File: config.mk
export PLATFORM = sky130hd
export DESIGN_NAME = operand_fetch
export DESIGN_NICKNAME = d
export VERILOG_FILES = /design/src/rtl/cpu_pkg.sv /design/src/rtl/regfile_2r1w.sv /design/src/rtl/operand_fetch.sv
export SDC_FILE = /design/constraint.sdc
export NUM_CORES = 1
export LEC_CHECK = 0
export CORE_MARGIN = 1
export CORE_UTILIZATION = 35
export DETAILED_ROUTE_END_ITERATION = 8
export SLEW_MARGIN = 20
export SYNTH_ARGS = -nofsm -noshare
export SYNTH_HDL_FRONTEND = slang
export SYNTH_SLANG_ARGS = --single-unit
File: constraint.sdc
create_clock -name clk -period 3.2 [get_ports clk]
set_input_delay 0.64 -clock clk [delete_from_list [all_inputs] [get_ports clk]]
set_output_delay 0.64 -clock clk [all_outputs]
set_load 0.02 [all_outputs]
File: src/rtl/cpu_pkg.sv
// Shared widths, ALU op codes and types for the CPU front end.
// Latency: n/a (declarations only).
// Backpressure: n/a.
package cpu_pkg;

    localparam int DATA_W     = 16;
    localparam int NUM_REGS   = 8;
    localparam int ADDR_W     = $clog2(NUM_REGS);
    localparam int ALU_CODE_W = 3;

    typedef enum logic [ALU_CODE_W-1:0] {
        ALU_ADD = 3'b000,
        ALU_SUB = 3'b001,
        ALU_SHR = 3'b010,
        ALU_SLT = 3'b011,
        ALU_AND = 3'b100,
        ALU_OR  = 3'b101,
        ALU_NOT = 3'b110,
        ALU_XOR = 3'b111
    } alu_op_e;

endpackage

File: src/rtl/regfile_2r1w.sv
// Register file: two combinational read ports with write bypass, one write port, R0 reads zero.
// Latency: reads 0 cycles (bypass returns same-cycle write data); writes land at posedge.
// Backpressure: none, every write and read is accepted unconditionally.
//
// Ports: clk/rst_n; wr_en/wr_addr/wr_data write port; rd0_*/rd1_* read ports.
module regfile_2r1w #(
    parameter int DATA_W   = 16,
    parameter int NUM_REGS = 8,
    parameter int ADDR_W   = 3
) (
    input  logic              clk,
    input  logic              rst_n,
    input  logic              wr_en,
    input  logic [ADDR_W-1:0] wr_addr,
    input  logic [DATA_W-1:0] wr_data,
    input  logic [ADDR_W-1:0] rd0_addr,
    output logic [DATA_W-1:0] rd0_data,
    input  logic [ADDR_W-1:0] rd1_addr,
    output logic [DATA_W-1:0] rd1_data
);

    logic [DATA_W-1:0] regs [NUM_REGS];

    // R0 is never written, so its storage always stays at its reset value.
    always_ff @(posedge clk or negedge rst_n) begin
        if (!rst_n) begin
            for (int i = 0; i < NUM_REGS; i++) begin
                regs[i] <= '0;
            end
        end else if (wr_en && (wr_addr != '0)) begin
            regs[wr_addr] <= wr_data;
        end
    end

    // Write-before-read: a same-cycle write to the addressed register wins.
    always_comb begin
        rd0_data = '0;
        if (rd0_addr != '0) begin
            rd0_data = (wr_en && (wr_addr == rd0_addr)) ? wr_data : regs[rd0_addr];
        end
    end

    always_comb begin
        rd1_data = '0;
        if (rd1_addr != '0) begin
            rd1_data = (wr_en && (wr_addr == rd1_addr)) ? wr_data : regs[rd1_addr];
        end
    end

endmodule

File: src/rtl/operand_fetch.sv
// Operand fetch: reads rs1/rs2 (or immediate), registers A/B/op/rd into a one-entry slot feeding the ALU.
// Latency: 1 cycle from accept to out_valid; 1 instruction per cycle while out_ready stays high.
// Backpressure: in_ready = !out_valid || out_ready; a held slot is frozen until consumed.
//
// Ports: decoder side in_valid/in_ready/rs1_addr/rs2_addr/use_imm/imm/alu_code_in/rd_addr_in;
//        ALU side out_valid/out_ready/A/B/ALU_Code/rd_addr_out;
//        writeback wb_en/wb_addr/wb_data and wb_flag_en/wb_carry/wb_zero -> flag_carry/flag_zero.
module operand_fetch #(
    parameter int DATA_W   = cpu_pkg::DATA_W,
    parameter int NUM_REGS = cpu_pkg::NUM_REGS,
    parameter int ADDR_W   = cpu_pkg::ADDR_W
) (
    input  logic                           clk,
    input  logic                           rst_n,
    input  logic                           in_valid,
    output logic                           in_ready,
    input  logic [ADDR_W-1:0]              rs1_addr,
    input  logic [ADDR_W-1:0]              rs2_addr,
    input  logic                           use_imm,
    input  logic [DATA_W-1:0]              imm,
    input  logic [cpu_pkg::ALU_CODE_W-1:0] alu_code_in,
    input  logic [ADDR_W-1:0]              rd_addr_in,
    output logic                           out_valid,
    input  logic                           out_ready,
    output logic [DATA_W-1:0]              A,
    output logic [DATA_W-1:0]              B,
    output logic [cpu_pkg::ALU_CODE_W-1:0] ALU_Code,
    output logic [ADDR_W-1:0]              rd_addr_out,
    input  logic                           wb_en,
    input  logic [ADDR_W-1:0]              wb_addr,
    input  logic [DATA_W-1:0]              wb_data,
    input  logic                           wb_flag_en,
    input  logic                           wb_carry,
    input  logic                           wb_zero,
    output logic                           flag_carry,
    output logic                           flag_zero
);

    import cpu_pkg::*;

    typedef struct packed {
        logic [DATA_W-1:0]     a;
        logic [DATA_W-1:0]     b;
        logic [ALU_CODE_W-1:0] code;
        logic [ADDR_W-1:0]     rd;
    } slot_t;

    logic [DATA_W-1:0] rs1_data;
    logic [DATA_W-1:0] rs2_data;
    logic              accept;
    slot_t             slot_d;
    slot_t             slot_q;
    logic              slot_vld;

    regfile_2r1w #(
        .DATA_W   (DATA_W),
        .NUM_REGS (NUM_REGS),
        .ADDR_W   (ADDR_W)
    ) u_regfile (
        .clk      (clk),
        .rst_n    (rst_n),
        .wr_en    (wb_en),
        .wr_addr  (wb_addr),
        .wr_data  (wb_data),
        .rd0_addr (rs1_addr),
        .rd0_data (rs1_data),
        .rd1_addr (rs2_addr),
        .rd1_data (rs2_data)
    );

    assign in_ready = !slot_vld || out_ready;
    assign accept   = in_valid && in_ready;

    assign slot_d.a    = rs1_data;
    assign slot_d.b    = use_imm ? imm : rs2_data;
    assign slot_d.code = alu_code_in;
    assign slot_d.rd   = rd_addr_in;

    // Payload only loads on accept, so a stalled slot and captured operands never change.
    always_ff @(posedge clk or negedge rst_n) begin
        if (!rst_n) begin
            slot_q   <= '0;
            slot_vld <= 1'b0;
        end else if (accept) begin
            slot_q   <= slot_d;
            slot_vld <= 1'b1;
        end else if (out_ready) begin
            slot_vld <= 1'b0;
        end
    end

    always_ff @(posedge clk or negedge rst_n) begin
        if (!rst_n) begin
            flag_carry <= 1'b0;
            flag_zero  <= 1'b0;
        end else if (wb_flag_en) begin
            flag_carry <= wb_carry;
            flag_zero  <= wb_zero;
        end
    end

    assign out_valid   = slot_vld;
    assign A           = slot_q.a;
    assign B           = slot_q.b;
    assign ALU_Code    = slot_q.code;
    assign rd_addr_out = slot_q.rd;

endmodule
Run 1, signal wires on met1:
Scale bar: 50 um. Cells faint in the background.
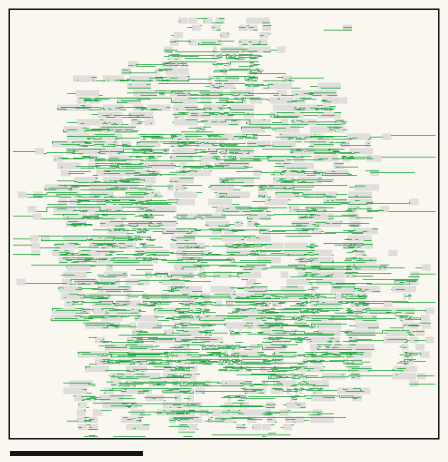
The layer carries 10000 um of wire. The layer holds 41% of the routed length. The wires run mostly horizontal.
routed wire length: 24.31 mm
vias: 6021
met1 Track Usage GR: 0.2475

Run 1, M2 wires:
Scale bar: 50 um. Cells faint in the background.
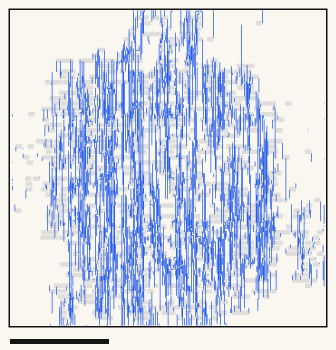
The wires run mostly vertical. The longest straight run is 83.8 um. The layer holds 52% of the routed length. 700 nets have wire on it. The layer carries 12700 um of wire.

==> impl_metrics.json, run 1 <==
{
  "syn_avg_cell_area_um2": 13.72,
  "post_cts_buffers": 0,
  "hold_path_class": "in -> async",
  "cp_data_required_time_ps": 2560,
  "skew_ps": 10.96,
  "final_layout_size_suffix_gt1_frac": 0.3220,
  "yosysTopAreaCellShare": 0.4817,
  "die_width_um": 160.4,
  "dp_hpwl_mm": 15.91,
  "synth_warnings": 0,
  "async_reset_ff_frac": 1.000,
  "yosys-stat-area_um2": 8780,
  "clkTransAtPathRegs_ps": 70,
  "ys_cells": 640,
  "cts_tree": "done",
  "place_ws_ps": 435.2,
  "n_fill_cell": 2227,
  "ys_top_cells_by_area": "dfrtp_1 48%, mux2_2 18%, mux4_1 9.0%, mux4_2 5.4%, mux2i_1 3.0%",
  "pwr_density_cell_nw_per_um2": 600.3,
  "cpMostUsedCell": "clkdlybuf4s50_1",
  "fin_nets": 780,
  "slowest_stage": "clkdlybuf4s50_1",
  "period_needed_ps": 2503,
  "max_freq_ghz": 0.3995,
  "cts_root_buf": "clkbuf_16",
  "dp.cells": 1029,
  "fin_tns_setup_ps": 0,
  "hold_buffers": 0,
  "viasPerCell": 5.680,
  "n_antenna_cell": 0,
  "floorplan.nets": 696,
  "cts_resized": 0,
  "syn_area_um2": 8780,
  "outcome": "complete, no violations",
  "grt_use_total": 0.1962,
  "setup_viol": 0,
  "synth-edff-count": 0
}
Run 1, the metal 3 layer:
Scale bar: 50 um. Cells faint in the background.
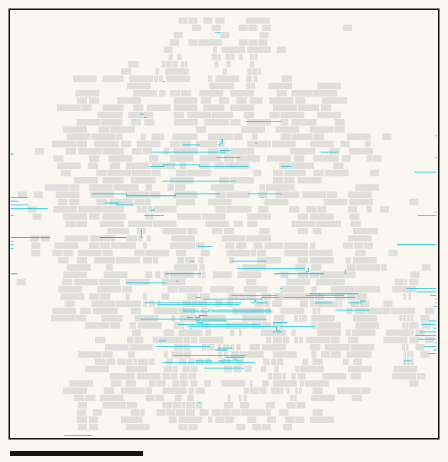
79 nets have wire on it. The layer carries 1030 um of wire. The wires run mostly horizontal.
met3 Usage GRT: 0.03048

Run 1, the metal 4 layer:
Scale bar: 50 um.
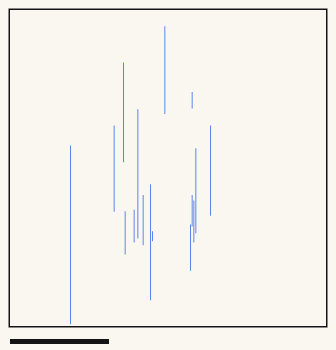
The layer holds 2.4% of the routed length. The longest straight run is 90.4 um.

==> run 1: cells by family (layout without fill, tap and decap cells) <==
logic type,after synthesis,in the layout,synth area share
simple gates,118,118,0.07054
compound gates,63,63,0.05159
flops,169,169,0.4817
mux,216,216,0.3516
xor+xnor,6,6,0.005985
buf+inv,68,164,0.03862
==> run 1: worst max-delay path: cells and delay by family <==
kind          cells  cell delay, ps
buf+inv           2            1070
simple gates      1             150
==> run 1: state kept, by name, indices dropped and copies added, names as in the netlist <==
signal,count
u_regfile.regs,128
A,16
B,16
ALU_Code,3
rd_addr_out,3
flag_carry,1
flag_zero,1
out_valid,1
==> run 1: synth_stat cells, types with 9 or more instances <==
cell	number
dfrtp_1	169
mux2_2	139
clkbuf_1	46
mux4_1	30
nand2_1	28
mux2i_1	26
nand3_1	24
mux4_2	21
and2_1	17
a221o_1	16
nor2_1	15
buf_2	13
o22ai_1	13
a21oi_1	11
a31oi_1	9
nor3_1	9
==> run 1: where the power goes <==
group	internal (mW)	leakage [nW]	switching (mW)	total (mW)
Clock	1.12	0.270	0.880	2.00
Sequential	2.55	2.07	0.310	2.86
Combinational	0.923	2.17	0.657	1.58
Total	4.60	4.51	1.85	6.44
==> run 1: placed cells by master (no fill, tap or decap), types with 2 or more instances in the layout <==
cell type        Yosys  layout
o21ai_0              6       6
a31oi_1              9       9
nor4_1               6       6
buf_4                1      32
clkinvlp_4           0       4
and2_1              17      17
a221o_1             16      16
dfrtp_1            169     169
nand2b_1             4       4
clkbuf_16            0      17
o32ai_1              6       6
nand3_1             24      24
o22ai_1             13      13
nor3_1               9       8
nand4_1              3       3
clkdlybuf4s50_1      0      94
nand4b_1             4       4
nor2_1              15      15
inv_6                0       3
mux2i_1             26      26
mux4_2              21      21
a21oi_1             11      11
clkbuf_8             0       2
xnor2_1              6       6
nor3_2               1       2
buf_12               0       4
mux2_2             139     139
nand2_1             28      28
clkinv_2             0       2
buf_2               13       2
mux4_1              30      30
nor4bb_4             0       2
==> run 1: routing by layer <==
metal	vias to the layer above	share of wire	wire, um	track usage
met5	-	0	0	0
met4	0	0.024	576	0.07316
met3	35	0.042	1028	0.03048
met2	185	0.52	12690	0.3390
met1	3172	0.41	10020	0.2475
li1	2629	-	-	-
==> run 1: worst paths after layout <==
| path | start | end | slack (ps) | cells after the start |
|---|---|---|---|---|
| min | rst_n | u_regfile.regs[15] | 260 | 1 |
| min reg2reg | u_regfile.regs[117] | u_regfile.regs[117] | 400 | 0 |
| max reg2reg | out_valid | A[5] | 1350 | 6 |
| max in group asynchronous | rst_n | u_regfile.regs[81] | 2180 | 2 |
| min in group clk | u_regfile.regs[117] | u_regfile.regs[117] | 400 | 0 |
| max | out_ready | in_ready | 700 | 3 |
==> run 1: final cells by class <==
cell class / count / area [um^2] / share of cell area
multi-input combinational: 403 / 4247 / 0.3957
tap: 324 / 405.4 / 0.03777
clock buffer: 19 / 452.9 / 0.04220
timing repair buffer: 133 / 1282 / 0.1195
clock inverter: 12 / 116.4 / 0.01084
sequential: 169 / 4229 / 0.3940
==> inputs of run 2 (changes only) <==
==> constraint.sdc (replaced) <==
create_clock -name clk -period 2.1 [get_ports clk]
set_input_delay 0.42 -clock clk [delete_from_list [all_inputs] [get_ports clk]]
set_output_delay 0.42 -clock clk [all_outputs]
set_load 0.02 [all_outputs]
==> run 2 against run 1 <==
  * Total power is 58% higher
  * Largest cell class unchanged
  * Clock skew about the same
  * Synthesized cell count unchanged
  * Critical endpoint is now B[13]
==> impl_metrics.json, run 2 <==
{
  "p_leak_nw": 4.701,
  "clkTransAtPathRegs_ps": 70,
  "synth.top_cells.by_count": "169 x dfrtp_1, 139 x mux2_2, 46 x clkbuf_1",
  "grt_pass1_vias": 6448,
  "dieHeight_um": 160.4,
  "fin_nets": 796,
  "cp_data_arrival_time_ps": 1490,
  "skew_ps": 11.04,
  "setup_slack_ps": 193.7,
  "core-area_um2": 24460,
  "maxCapViolCount": 0,
  "hold_slack_ps": 396.8,
  "worst_slew_pin_slew_ps": 937.0,
  "rows": 57,
  "hold_path_class": "reg -> reg",
  "lay_top_cells": "169 x dfrtp_1, 139 x mux2_2, 93 x clkdlybuf4s50_1, 30 x mux4_1, 30 x buf_4",
  "ys_seq_frac": 0.4817,
  "synthCells": 640,
  "grt_pass1_wl_mm": 38.65,
  "syn_avg_cell_area_um2": 13.72,
  "finalNonFillerCells": 1077,
  "yosysTopAreaCellShare": 0.4817,
  "dp_hpwl_mm": 16.33,
  "place_ws_ps": -226.1,
  "cts_root_buf": "clkbuf_16",
  "rsz0062_at_grt": "false",
  "grt_use_total": 0.1996,
  "setup_viol": 0,
  "slowest_stage": "clkdlybuf4s50_1",
  "period_needed_ps": 1906,
  "yosys-stat-area_um2": 8780,
  "wl_per_cell_um": 22.88,
  "top_area_cell": "dfrtp_1",
  "n_fill_cell": 2158,
  "period_used_share": 0.9077,
  "final_layout_size_suffix_gt1_frac": 0.3360,
  "drc_errors": 0,
  "pwr_density_cell_nw_per_um2": 914.8,
  "floorplan.nets": 696,
  "io_buffers": 97,
  "drt_pass1_iterations": 5,
  "path_buffers": 1,
  "syn_to_final_growth_pct": 26.59,
  "vdd_drop_max_v": 0.0005454,
  "synth-edff-count": 0,
  "ys_top_cells_by_area": "dfrtp_1 48%, mux2_2 18%, mux4_1 9.0%, mux4_2 5.4%, mux2i_1 3.0%",
  "synth_flop_count": 169,
  "cp_slowest_stage_delay_ps": 640,
  "drt_wl_total_mm": 24.64,
  "ys.flop_type": "dfrtp_1",
  "clkLatencyLatePin_ps": 430,
  "max_freq_ghz": 0.5246,
  "n_antenna_cell": 0,
  "async_reset_ff_frac": 1.000,
  "synth_cell_types": 35,
  "cts.htree.levels": 4,
  "top_register": "u_regfile.regs",
  "cp_max_fo": 2,
  "synth_warnings": 0,
  "ys_cells": 640,
  "die_width_um": 160.4,
  "num_vias": 6097,
  "ctsLongestPathBuffers": 2,
  "viasPerCell": 5.661,
  "syn_area_um2": 8780,
  "cts_made_buffers": 17,
  "largest_reg_flops": 128,
  "dp.cells": 1044,
  "antenna_found_initial": 0,
  "top_cell": "dfrtp_1",
  "outcome": "complete, no violations",
  "layout_top_cell": "dfrtp_1",
  "cp_data_required_time_ps": 1680,
  "first_iter_violations": 375,
  "cts_tree": "done",
  "maxSlewViolCount": 0,
  "crit_family": "buffers and inverters",
  "post_cts_buffers": 0
}
[run 2: kinds of logic (layout without fill, tap and decap cells)]
group / after synthesis / in the layout / share of synthesized area
AOI/OAI and AO/OA: 63 / 63 / 0.05159
xor gates and xnor gates: 6 / 6 / 0.005985
buffers and inverters: 68 / 181 / 0.03862
DFF: 169 / 169 / 0.4817
muxes: 216 / 216 / 0.3516
and+or+nand+nor: 118 / 118 / 0.07054
[run 2: worst paths after layout]
kind / startpoint / end / slack [ps] / depth (start not counted)
setup / recovery: B[13] / B[13] / 190 / 1
hold / removal: u_regfile.regs[124] / u_regfile.regs[124] / 400 / 0
hold reg to reg: u_regfile.regs[124] / u_regfile.regs[124] / 400 / 0
max in group asynchronous: rst_n / B[11] / 880 / 3
setup reg to reg: u_regfile.regs[38] / A[6] / 460 / 3
min in group asynchronous: rst_n / flag_zero / 490 / 2
[run 2: what timing repair did]
action | 4_1_cts | 5_1_grt
setup endpoints to repair | 0 | 1
resized | 0 | 1
hold buffers | 1 | 0
endpoints found under the hold margin | 41 | 0
[run 2: per-stage QoR]
| stage | total power [mW] | TNS (ps) | area (um^2) |
|---|---|---|---|
| after floorplan | 5.819 | 0 | 8780 |
| after global placement | 6.782 | -8408 | 10490 |
| after detailed placement | 6.910 | -9976 | 10490 |
| after CTS | 10.25 | 0 | 11110 |
| after global routing | 10.63 | 0 | 11110 |
| final | 10.17 | 0 | 11110 |
[run 2: per-layer routing]
metal	vias up	part of all wire	global-route usage
met2	183	0.51	0.3430
met1	3224	0.43	0.2592
met4	0	0.015	0.06147
li1	2660	-	-
met5	-	0	0
met3	30	0.040	0.02996
[run 2: report_power, final]
| group | switching (mW) | internal [mW] |
|---|---|---|
| Combinational | 1.03 | 1.47 |
| Clock | 1.42 | 1.90 |
| Sequential | 0.462 | 3.89 |
[run 2: area by class of cell]
class	instances	area (um^2)	area share
well taps	324	405.4	0.03647
clock inverters	15	187.7	0.01689
repair buffers	149	1620	0.1458
multi-input cells	403	4247	0.3821
clock buffers	17	425.4	0.03828
flip-flops and latches	169	4229	0.3805
Run 2, routing congestion map:
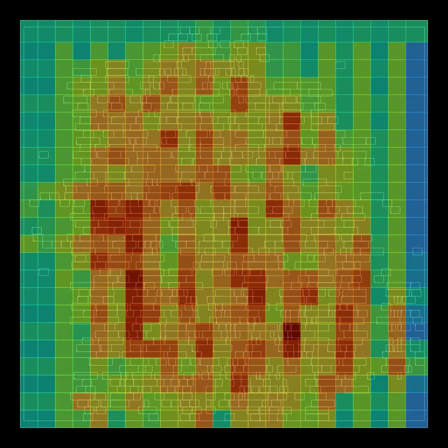
met1 Track Usage GR: 0.2592
utilization after layout: 0.4544
met2 Use GR: 0.3430

==> inputs of run 3 (changes only) <==
--- a/config.mk
+++ b/config.mk
@@ -6,8 +6,9 @@
 export NUM_CORES = 1
 export LEC_CHECK = 0
 export CORE_MARGIN = 1
-export CORE_UTILIZATION = 35
+export CORE_UTILIZATION = 45
 export DETAILED_ROUTE_END_ITERATION = 8
+export PLACE_DENSITY = 0.69
 export SLEW_MARGIN = 20
 export SYNTH_ARGS = -nofsm -noshare
 export SYNTH_HDL_FRONTEND = slang
==> run 3 against run 2 <==
  * Synthesized area unchanged
  * Wire length is 2.6% lower
  * Combinational power grew 2%
  * Worst hold slack better by 1.7 ps
  * Setup slack gained 9.2 ps
  * Synthesized cell count unchanged
  * Largest power group unchanged
==> impl_metrics.json, run 3 <==
{
  "cp_slowest_stage_delay_ps": 640,
  "clkLatencyLatePin_ps": 430,
  "largest_reg_flops": 128,
  "syn_to_final_growth_pct": 27.98,
  "cts_root_buf": "clkbuf_16",
  "cp_max_fo": 2,
  "drt_wl_total_mm": 24.01,
  "drt_pass1_iterations": 5,
  "outcome": "complete, no violations",
  "cts_made_buffers": 17,
  "ctsLongestPathBuffers": 2,
  "placed_area_um2": 10580,
  "switchingPower_mw": 2.805,
  "setup_slack_ps": 202.9,
  "synth_flop_count": 169,
  "maxSlewViolCount": 0,
  "grt_pass1_vias": 6576,
  "layout_top_cell": "dfrtp_1",
  "core-area_um2": 18890,
  "p_leak_nw": 4.806,
  "grt_use_total": 0.2523,
  "hold_end": "u_regfile.regs[125]",
  "ff2ff_path_depth": 3,
  "ys_cells": 640,
  "vdd_drop_max_v": 0.0005853,
  "top_area_cell": "dfrtp_1",
  "crit_family": "buffers and inverters",
  "ys_seq_frac": 0.4817,
  "worst_slew_pin_slew_ps": 525.7,
  "cp_data_arrival_time_ps": 1480,
  "place_ws_ps": -222.8,
  "wl_per_cell_um": 23.35,
  "io_buffers": 97,
  "finalNonFillerCells": 1028,
  "synth-edff-count": 0,
  "clkTransAtPathRegs_ps": 60,
  "yosysTopAreaCellShare": 0.4817,
  "max_freq_ghz": 0.5271,
  "hp-start": "u_regfile.regs[125]",
  "pwr_density_cell_nw_per_um2": 914.8,
  "seqPwrFrac": 0.425,
  "lay_top_cells": "169 x dfrtp_1, 139 x mux2_2, 93 x clkdlybuf4s50_1, 40 x buf_4, 30 x mux4_1",
  "n_antenna_cell": 0,
  "viasPerCell": 6.030,
  "die_width_um": 141.7,
  "dieHeight_um": 141.7,
  "grt_pass1_wl_mm": 37.63,
  "comb_power_share": 0.246,
  "synth.top_cells.by_count": "169 x dfrtp_1, 139 x mux2_2, 46 x clkbuf_1",
  "hold_path_class": "reg -> reg",
  "setup_viol": 0,
  "regToRegEndpoint": "A[9]",
  "async_reset_ff_frac": 1.000,
  "dp_hpwl_mm": 16.06,
  "period_used_share": 0.9034,
  "warning_count": 26,
  "dp.cells": 995,
  "drc_errors": 0,
  "num_vias": 6199,
  "antenna_found_initial": 0,
  "fin_total_pwr_mw": 10.28,
  "worstHoldPathCells": 0,
  "n_fill_cell": 1468,
  "switching_share": 0.2729,
  "ys.flop_type": "dfrtp_1",
  "top_cell": "dfrtp_1",
  "final_layout_size_suffix_gt1_frac": 0.3477,
  "floorplan.nets": 696,
  "slowest_stage": "clkdlybuf4s50_1",
  "finalInstanceArea_um2": 11240,
  "synthCells": 640,
  "yosys-stat-area_um2": 8780,
  "maxCapViolCount": 0,
  "fin_tns_setup_ps": 0,
  "syn_avg_cell_area_um2": 13.72,
  "cp_data_required_time_ps": 1680,
  "period_needed_ps": 1897,
  "cts_tree": "done"
}
[run 3: power by group through the flow]
stage	Sequential [mW]	Clock, mW	Combinational (mW)
2_1_floorplan	4.42	0	1.40
6_report	4.37	3.38	2.53
5_1_grt	4.44	3.55	2.70
3_5_place_dp	4.41	0	2.53
3_3_place_gp	4.36	0	2.45
4_1_cts	4.36	3.41	2.55
[run 3: worst max-delay path by stage]
| stage | startpoint | to | slack (ps) | cells past startpoint |
|---|---|---|---|---|
| finish | A[4] | A[4] | 200 | 1 |
| global route | A[4] | A[4] | 170 | 1 |
| CTS | out_ready | in_ready | 30 | 3 |
| detailed placement | rs1_addr[1] | A[14] | -220 | 6 |
| global placement | rs1_addr[1] | A[0] | -150 | 5 |
| floorplan | rs1_addr[0] | A[10] | 200 | 5 |
[run 3: kinds of logic (layout without fill, tap and decap cells)]
family / Yosys count / in the layout / share of synthesized area
multiplexers: 216 / 216 / 0.3516
flip-flops: 169 / 169 / 0.4817
AND-OR/OR-AND: 63 / 63 / 0.05159
buffers and inverters: 68 / 196 / 0.03862
XOR/XNOR: 6 / 6 / 0.005985
AND/OR/NAND/NOR: 118 / 118 / 0.07054
[run 3: layout make-up]
| cell class | instances | area [um^2] | area share |
|---|---|---|---|
| Multi-Input combinational cell | 403 | 4247 | 0.3779 |
| Sequential cell | 169 | 4229 | 0.3764 |
| Timing Repair Buffer | 164 | 1795 | 0.1598 |
| Clock buffer | 21 | 470.5 | 0.04187 |
| Tap cell | 260 | 325.3 | 0.02895 |
| Clock inverter | 11 | 168.9 | 0.01503 |
[run 3: routing by layer]
| layer | GRT usage | up-vias | wire [um] |
|---|---|---|---|
| met2 | 0.4203 | 240 | 11930 |
| met4 | 0.1013 | 0 | 665 |
| met5 | 0 | - | 0 |
| met1 | 0.3293 | 3221 | 10150 |
| met3 | 0.04320 | 52 | 1258 |
| li1 | - | 2686 | - |
[run 3: timing repair]
| item | CTS | global route |
|---|---|---|
| hold buffers | 1 | 0 |
| gates resized | 0 | 1 |
| endpoints found under the setup margin | 0 | 1 |
| endpoints found under the hold margin | 51 | 0 |
| buffers inserted | 0 | 0 |
Run 3, signal wires on met1:
Scale bar: 50 um. Cells faint in the background.
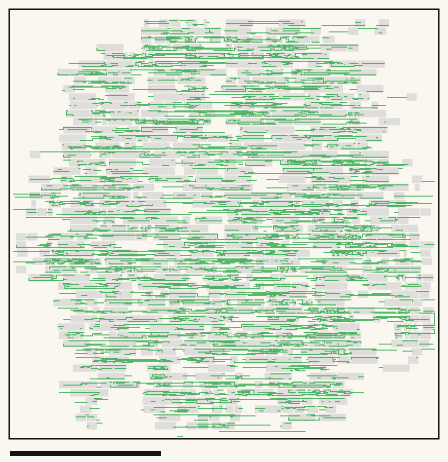
The layer holds 42% of the routed length. The longest straight run is 47.8 um.

Power is estimated from default activity; no workload was simulated.
